File: src/rtl/ma_cvxif_pkg.sv
// Shared types and constants for the matrix-accelerator CV-X-IF bridge.
// Contents: entry state enum, queue entry struct, custom-0 opcode and the
// list of accepted funct3 values with a lookup helper.
package ma_cvxif_pkg;

  localparam int unsigned MA_XLEN = 32;
  localparam int unsigned MA_ID_W = 3;

  localparam logic [6:0] MA_CUSTOM0_OPCODE = 7'b0001011;

  localparam int unsigned MA_NUM_FUNCT3 = 4;
  localparam logic [2:0] MA_FUNCT3_LIST [MA_NUM_FUNCT3] = '{3'b000, 3'b001, 3'b100, 3'b101};

  typedef enum logic [2:0] {
    FREE,
    PENDING,
    COMMITTED,
    KILLED,
    SENT,
    DONE
  } entry_state_e;

  typedef struct packed {
    logic [MA_ID_W-1:0] id;
    logic [9:0]         funct;
    logic [4:0]         rd;
    logic [MA_XLEN-1:0] rs1;
    logic [MA_XLEN-1:0] rs2;
    logic               we;
    logic [MA_XLEN-1:0] data;
    entry_state_e       state;
  } entry_t;

  function automatic logic funct3_accepted(input logic [2:0] funct3);
    logic hit;
    hit = 1'b0;
    for (int unsigned i = 0; i < MA_NUM_FUNCT3; i++) begin
      if (MA_FUNCT3_LIST[i] == funct3) hit = 1'b1;
    end
    return hit;
  endfunction

endpackage

File: src/rtl/ma_cvxif_decoder.sv
// Combinational custom-0 decode.
// Ports: instr (instruction word) -> accept (instruction belongs to the
// accelerator), writeback (accepted and will write a non-zero rd).
module ma_cvxif_decoder
  import ma_cvxif_pkg::*;
(
  input  logic [31:0] instr,
  output logic        accept,
  output logic        writeback
);

  logic unused_instr_bits;

  always_comb begin
    accept            = (instr[6:0] == MA_CUSTOM0_OPCODE) && funct3_accepted(instr[14:12]);
    writeback         = accept && instr[14] && (instr[11:7] != 5'd0);
    unused_instr_bits = ^instr[31:15];
  end

endmodule

File: src/rtl/ma_cvxif_bridge.sv
// CV-X-IF bridge between the CVA6 core and the matrix accelerator.
// Accepted custom-0 instructions are queued in order, committed or killed by
// the core, dispatched from the head one at a time, and their results are
// returned over the result handshake.
// Ports: issue_* (core issue i/f), commit_* (commit/kill strobe),
// acc_* (accelerator request/response), result_* (core result i/f).
// Optional: define MA_CVXIF_BRIDGE_PERF_EN to add perf_issued_o,
// perf_rejected_o and perf_killed_o event counters.
module ma_cvxif_bridge
  import ma_cvxif_pkg::*;
#(
  parameter int unsigned XLEN    = MA_XLEN,
  parameter int unsigned IdWidth = MA_ID_W,
  parameter int unsigned Depth   = 4
) (
  input  logic               clk_i,
  input  logic               rst_ni,
  input  logic               issue_valid_i,
  output logic               issue_ready_o,
  input  logic [31:0]        issue_instr_i,
  input  logic [IdWidth-1:0] issue_id_i,
  input  logic [XLEN-1:0]    issue_rs1_i,
  input  logic [XLEN-1:0]    issue_rs2_i,
  output logic               issue_accept_o,
  output logic               issue_writeback_o,
  input  logic               commit_valid_i,
  input  logic [IdWidth-1:0] commit_id_i,
  input  logic               commit_kill_i,
  output logic               acc_req_valid_o,
  input  logic               acc_req_ready_i,
  output logic [9:0]         acc_funct_o,
  output logic [XLEN-1:0]    acc_rs1_o,
  output logic [XLEN-1:0]    acc_rs2_o,
  input  logic               acc_rsp_valid_i,
  input  logic [XLEN-1:0]    acc_rsp_data_i,
  output logic               result_valid_o,
  input  logic               result_ready_i,
  output logic [IdWidth-1:0] result_id_o,
  output logic [XLEN-1:0]    result_data_o,
  output logic [4:0]         result_rd_o,
  output logic               result_we_o
`ifdef MA_CVXIF_BRIDGE_PERF_EN
  ,
  output logic [31:0]        perf_issued_o,
  output logic [31:0]        perf_rejected_o,
  output logic [31:0]        perf_killed_o
`endif
);

  localparam int unsigned AW = $clog2(Depth);
  localparam logic [AW:0] PTR_ONE = 1;

  entry_t            entries_q [Depth];
  logic [AW:0]       head_q, tail_q;
  logic [AW-1:0]     head_idx, tail_idx;
  logic              full;
  logic              dec_accept, dec_wb;
  logic              issue_fire;
  logic [Depth-1:0]  commit_match;
  entry_t            head;

  ma_cvxif_decoder u_decoder (
    .instr     (issue_instr_i),
    .accept    (dec_accept),
    .writeback (dec_wb)
  );

  always_comb begin
    head_idx = head_q[AW-1:0];
    tail_idx = tail_q[AW-1:0];
    head     = entries_q[head_idx];
    // Extra pointer bit tells full (wrapped) from empty when indices match.
    full     = (head_q[AW] != tail_q[AW]) && (head_idx == tail_idx);

    issue_ready_o     = !full;
    issue_fire        = issue_valid_i && issue_ready_o;
    issue_accept_o    = issue_valid_i && dec_accept;
    issue_writeback_o = issue_valid_i && dec_wb;

    // Match uses registered state, so a commit in the issue cycle sees FREE.
    for (int unsigned i = 0; i < Depth; i++) begin
      commit_match[i] = commit_valid_i && (entries_q[i].state == PENDING) &&
                        (entries_q[i].id == commit_id_i);
    end

    acc_req_valid_o = (head.state == COMMITTED);
    acc_funct_o     = acc_req_valid_o ? head.funct : '0;
    acc_rs1_o       = acc_req_valid_o ? head.rs1   : '0;
    acc_rs2_o       = acc_req_valid_o ? head.rs2   : '0;

    result_valid_o  = (head.state == DONE);
    result_id_o     = result_valid_o ? head.id   : '0;
    result_data_o   = result_valid_o ? head.data : '0;
    result_rd_o     = result_valid_o ? head.rd   : '0;
    result_we_o     = result_valid_o && head.we;
  end

  // Issue writes a FREE slot, commit touches PENDING slots and the head
  // update handles the later states, so the three never collide on a slot.
  always_ff @(posedge clk_i or negedge rst_ni) begin
    if (!rst_ni) begin
      for (int unsigned i = 0; i < Depth; i++) entries_q[i] <= '0;
      head_q <= '0;
      tail_q <= '0;
    end else begin
      for (int unsigned i = 0; i < Depth; i++) begin
        if (commit_match[i]) entries_q[i].state <= commit_kill_i ? KILLED : COMMITTED;
      end

      if (issue_fire && dec_accept) begin
        entries_q[tail_idx] <= '{id:    issue_id_i,
                                 funct: {issue_instr_i[31:25], issue_instr_i[14:12]},
                                 rd:    issue_instr_i[11:7],
                                 rs1:   issue_rs1_i,
                                 rs2:   issue_rs2_i,
                                 we:    dec_wb,
                                 data:  '0,
                                 state: PENDING};
        tail_q <= tail_q + PTR_ONE;
      end

      case (head.state)
        COMMITTED: if (acc_req_ready_i) entries_q[head_idx].state <= SENT;
        SENT: begin
          if (acc_rsp_valid_i) begin
            entries_q[head_idx].state <= DONE;
            entries_q[head_idx].data  <= head.we ? acc_rsp_data_i : '0;
          end
        end
        DONE: begin
          if (result_ready_i) begin
            entries_q[head_idx].state <= FREE;
            head_q <= head_q + PTR_ONE;
          end
        end
        KILLED: begin
          entries_q[head_idx].state <= FREE;
          head_q <= head_q + PTR_ONE;
        end
        default: ;
      endcase
    end
  end

`ifdef MA_CVXIF_BRIDGE_PERF_EN
  always_ff @(posedge clk_i or negedge rst_ni) begin
    if (!rst_ni) begin
      perf_issued_o   <= '0;
      perf_rejected_o <= '0;
      perf_killed_o   <= '0;
    end else begin
      if (issue_fire && dec_accept)  perf_issued_o   <= perf_issued_o + 32'd1;
      if (issue_fire && !dec_accept) perf_rejected_o <= perf_rejected_o + 32'd1;
      if ((|commit_match) && commit_kill_i) perf_killed_o <= perf_killed_o + 32'd1;
    end
  end
`endif

endmodule
File: config.mk
export PLATFORM = sky130hd
export DESIGN_NAME = ma_cvxif_bridge
export DESIGN_NICKNAME = d
export VERILOG_FILES = /design/src/rtl/ma_cvxif_pkg.sv /design/src/rtl/ma_cvxif_decoder.sv /design/src/rtl/ma_cvxif_bridge.sv
export SDC_FILE = /design/constraint.sdc
export NUM_CORES = 1
export LEC_CHECK = 0
export CAP_MARGIN = 20
export CELL_PAD_IN_SITES_DETAIL_PLACEMENT = 0
export CELL_PAD_IN_SITES_GLOBAL_PLACEMENT = 1
export CORE_MARGIN = 5
export CORE_UTILIZATION = 46
export CTS_CLUSTER_SIZE = 28
export DETAILED_ROUTE_END_ITERATION = 7
export PLACE_DENSITY_LB_ADDON = 0.1
export SLEW_MARGIN = 20
export SYNTH_ARGS = -nofsm -noshare
export SYNTH_HDL_FRONTEND = slang
export SYNTH_SLANG_ARGS = --single-unit
File: constraint.sdc
create_clock -name clk_i -period 2.7 [get_ports clk_i]
set_input_delay 0.54 -clock clk_i [delete_from_list [all_inputs] [get_ports clk_i]]
set_output_delay 0.54 -clock clk_i [all_outputs]
set_load 0.005 [all_outputs]
Run 1, where the registers sit:
Scale bar: 50 um.
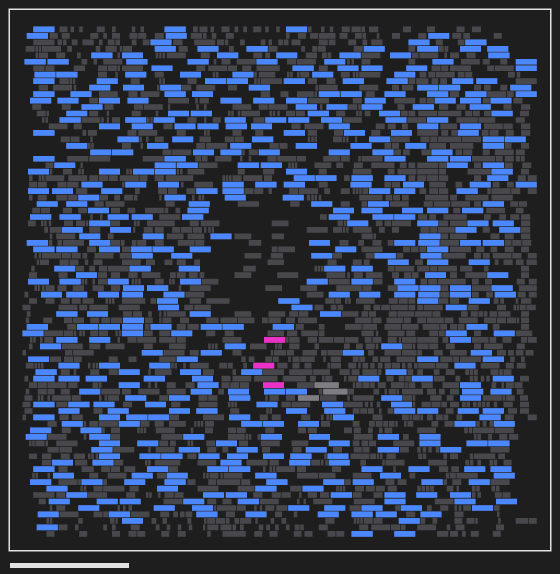
[tail_q] magenta | sequential cells: 3
[entries_q] blue | sequential cells: 472 | where: spread over the die
not colored: 3

Run 1, nets reached from selected ports:
Scale bar: 50 um.
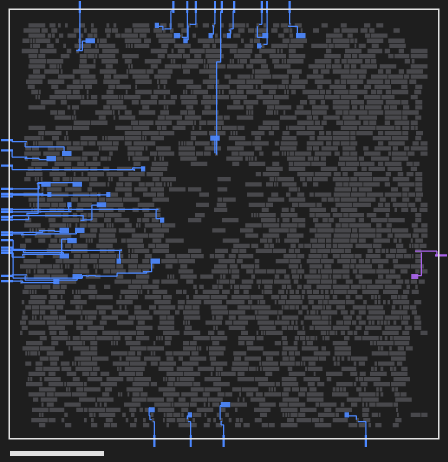
[acc_rs2_o] blue | bits: 32 | direction: output | edge: 18 west, 10 north, 4 south | end cells: 32 | wire: 1180 um
[issue_valid_i] purple | bits: 1 | direction: input | edge: east | end cells: 1 | wire: 31.0 um

Run 1, routing congestion:
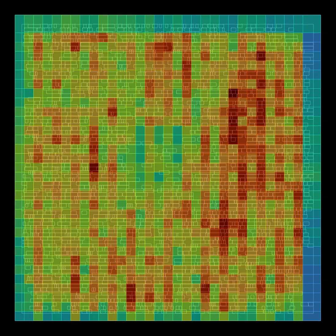
GRT Total Usage: 25.3%
GR Util met3: 5.64%

Run 1, close-up of the layout:
Scale bar: 10 um. Region (44, 44) to (69, 69) um. Cells in gray, sequential cells in the stronger gray; small squares are vias.
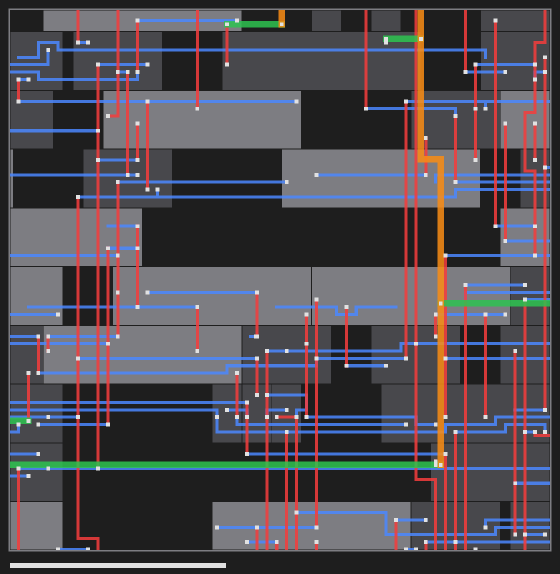
[M1] blue
[M2] red
[M3] green
[M4] orange
most frequent: mux2_2 (8), dfrtp_1 (7), nand2_1 (3)
cells with their middle in the window: 22
sequential cells in the window: 7
netlist names of flops here include: entries_q (7)

==> flow_metrics.py <==
# Auto-generated metrics
metrics = {
    "status": {
        "status": "finished, violations left",
        "failed_checks": "setup timing",
    },
    "detailed_routing": {
        "first_pass_iters": 5,
        "viasPerCell": 5.66,
        "drc_errors": 0,
        "vias": 15200,
        "wire_per_inst_um": 24.3,
    },
    "cells_and_area": {
        "fin_area_mm2": 0.0298,
        "drive_above_1_share_pct": 44.1,
    },
    "final_timing": {
        "slew_headroom_pct": 60.4,
        "whs_ps": 440,
        "period_used_pct": 119,
        "rsz0062_at_grt": "yes",
        "period_needed_ps": 3210,
        "setup_ws_ps": -512,
        "max_slew.worst_pin.slew_ps": 595,
        "fin_skew_ps": 13.4,
        "finalSetupViolations": 222,
        "hold_viol": 0,
    },
    "power_and_ir_drop": {
        "pg_seq_w": 0.00752,
        "leakage_nw": 14.4,
        "p_per_area_mw_per_mm2": 783,
        "pg_comb_w": 0.00855,
        "p_switching_w": 0.00721,
        "pg_clk_w": 0.00728,
        "p_seq_share_pct": 32.2,
        "swShare_pct": 30.9,
        "irDropWorstVdd_uv": 650,
        "power_top_consumer": "combinational logic",
        "pwr-share-clk_pct": 31.2,
    },
    "yosys": {
        "synth_area_per_cell_um2": 13.5,
        "synth_flops": 478,
        "top_cells_by_count": "dfrtp_1 (478), nand2_1 (269), mux2_2 (247)",
        "synth_area_leader_cell": "dfrtp_1",
        "async_flop_share_pct": 100,
        "aoi_share_pct": 5.51,
        "yosys_area_mm2": 0.0217,
        "synthTopCellsByArea": "dfrtp_1 (55%), mux2_2 (13%), mux4_2 (12%)",
        "logic_family": "multiplexers",
        "synth_area_mm2": 0.0217,
        "ff_type": "dfrtp_1",
        "ys_cells": 1610,
        "yosys.area.top_type_share_pct": 55.2,
        "simple_gate_area_share_pct": 10.2,
        "synthCells": 1610,
        "ys_sh_adder_pct": 0.462,
        "yosysMostFrequentCell": "dfrtp_1",
    },
    "critical_path": {
        "worst_ep_arrival_time_ps": 2670,
        "crit_end": "acc_rs2_o[10]",
        "r2r-end": "entries_q[25]$_DFF_PN0_",
        "path_buffers": 6,
        "critPathMaxFanout": 8,
        "path_depth": 9,
        "cp_slowest_cell": "dfrtp_4",
        "r2r-start": "head_q[0]$_DFFE_PN0P_",
        "regToRegSetupSlack_ps": -260,
        "end_kind": "output pin",
        "r2r_cells": 14,
    },
    "clock_network": {
        "path_clk_slew_ps": 60,
        "cts_tree": "yes",
        "holdBufCountCts": 1,
        "numCtsBuffers": 53,
        "cts_sinks": 478,
        "cts_buffer_depth": 3,
        "clock_latency_ps": 600,
        "clockRootBuffer": "clkbuf_16",
        "ctsResizeCount": 601,
    },
    "placement": {
        "placed_cell_area_mm2": 0.0259,
        "port_buffers": 251,
        "gp_congestion": 0.819,
        "dp_hpwl_um": 37200,
    },
    "floorplanning": {
        "dieArea_mm2": 0.0516,
        "die_y_um": 227,
        "fp_util_pct": 46.6,
        "ios": 262,
        "core-area_mm2": 0.0466,
    },
    "worst_hold_path": {
        "min_to": "entries_q[340]$_DFF_PN0_",
        "worstHoldPathCells": 4,
        "hp-start": "issue_instr_i[11]",
    },
    "global_route": {
        "antenna_found_initial": 10,
        "grt_max_degree": 62,
        "grt_pass1_wl_um": 100000,
        "grt_overflow": 0,
    },
    "run": {
        "cap_violations": 0,
    },
}
## run 1: metrics by stage
step | TNS, ps | util, % | total power (W) | setup slack (ps)
4_1_cts | -67260 | 63.2 | 0.0236 | -620
3_3_place_gp | -16900 | 55.6 | 0.0126 | -534
6_report | -64810 | 64.0 | 0.0233 | -512
3_5_place_dp | -25370 | 55.6 | 0.0126 | -522
2_1_floorplan | 0 | - | 0.0103 | 174
5_1_grt | -78350 | 64.0 | 0.0242 | -580
## run 1: state kept, by name, summed over array words and instances (netlist names)
signal,cells
entries_q,472
head_q,3
tail_q,3
## run 1: cell usage in the layout, fill, tap and decap left out, types with 6 or more instances in the layout
cell type and n:
a22o_1 101, and3_1 8, and3_4 36, buf_12 67, buf_16 18, buf_2 63, buf_4 71, buf_6 86
buf_8 19, clkbuf_1 13, clkbuf_16 55, clkbuf_2 11, clkbuf_8 18, clkdlybuf4s50_1 126, clkinv_2 6, dfrtp_1 476
diode_2 6, ha_1 8, inv_1 7, mux2_2 247, mux4_2 118, nand2_1 267, nand3_1 22, nand3_2 9
nand3_4 8, nor2_4 8, nor2b_1 38, nor2b_2 9, nor2b_4 30, o21ai_0 26, xnor2_1 14
## run 1: layout make-up
class,instances,area (um2)
clock inverter,11,124
sequential,478,12000
timing repair buffer,473,5460
antenna,6,15.0
fill,3540,16800
clock buffer,85,1650
inverter,10,37.5
multi-input combinational,1007,9790
tap,607,759
## run 1: metal layers
metal  global-route usage (%)  share of wire [%]  up-vias
met5                        0               0.13        -
met4                     8.12                2.9       10
met3                     5.64                6.0      137
met2                     42.3                 50      428
met1                     33.3                 41     7918
li1                         -                  -     6663
Power and IR drop assume default switching activity.
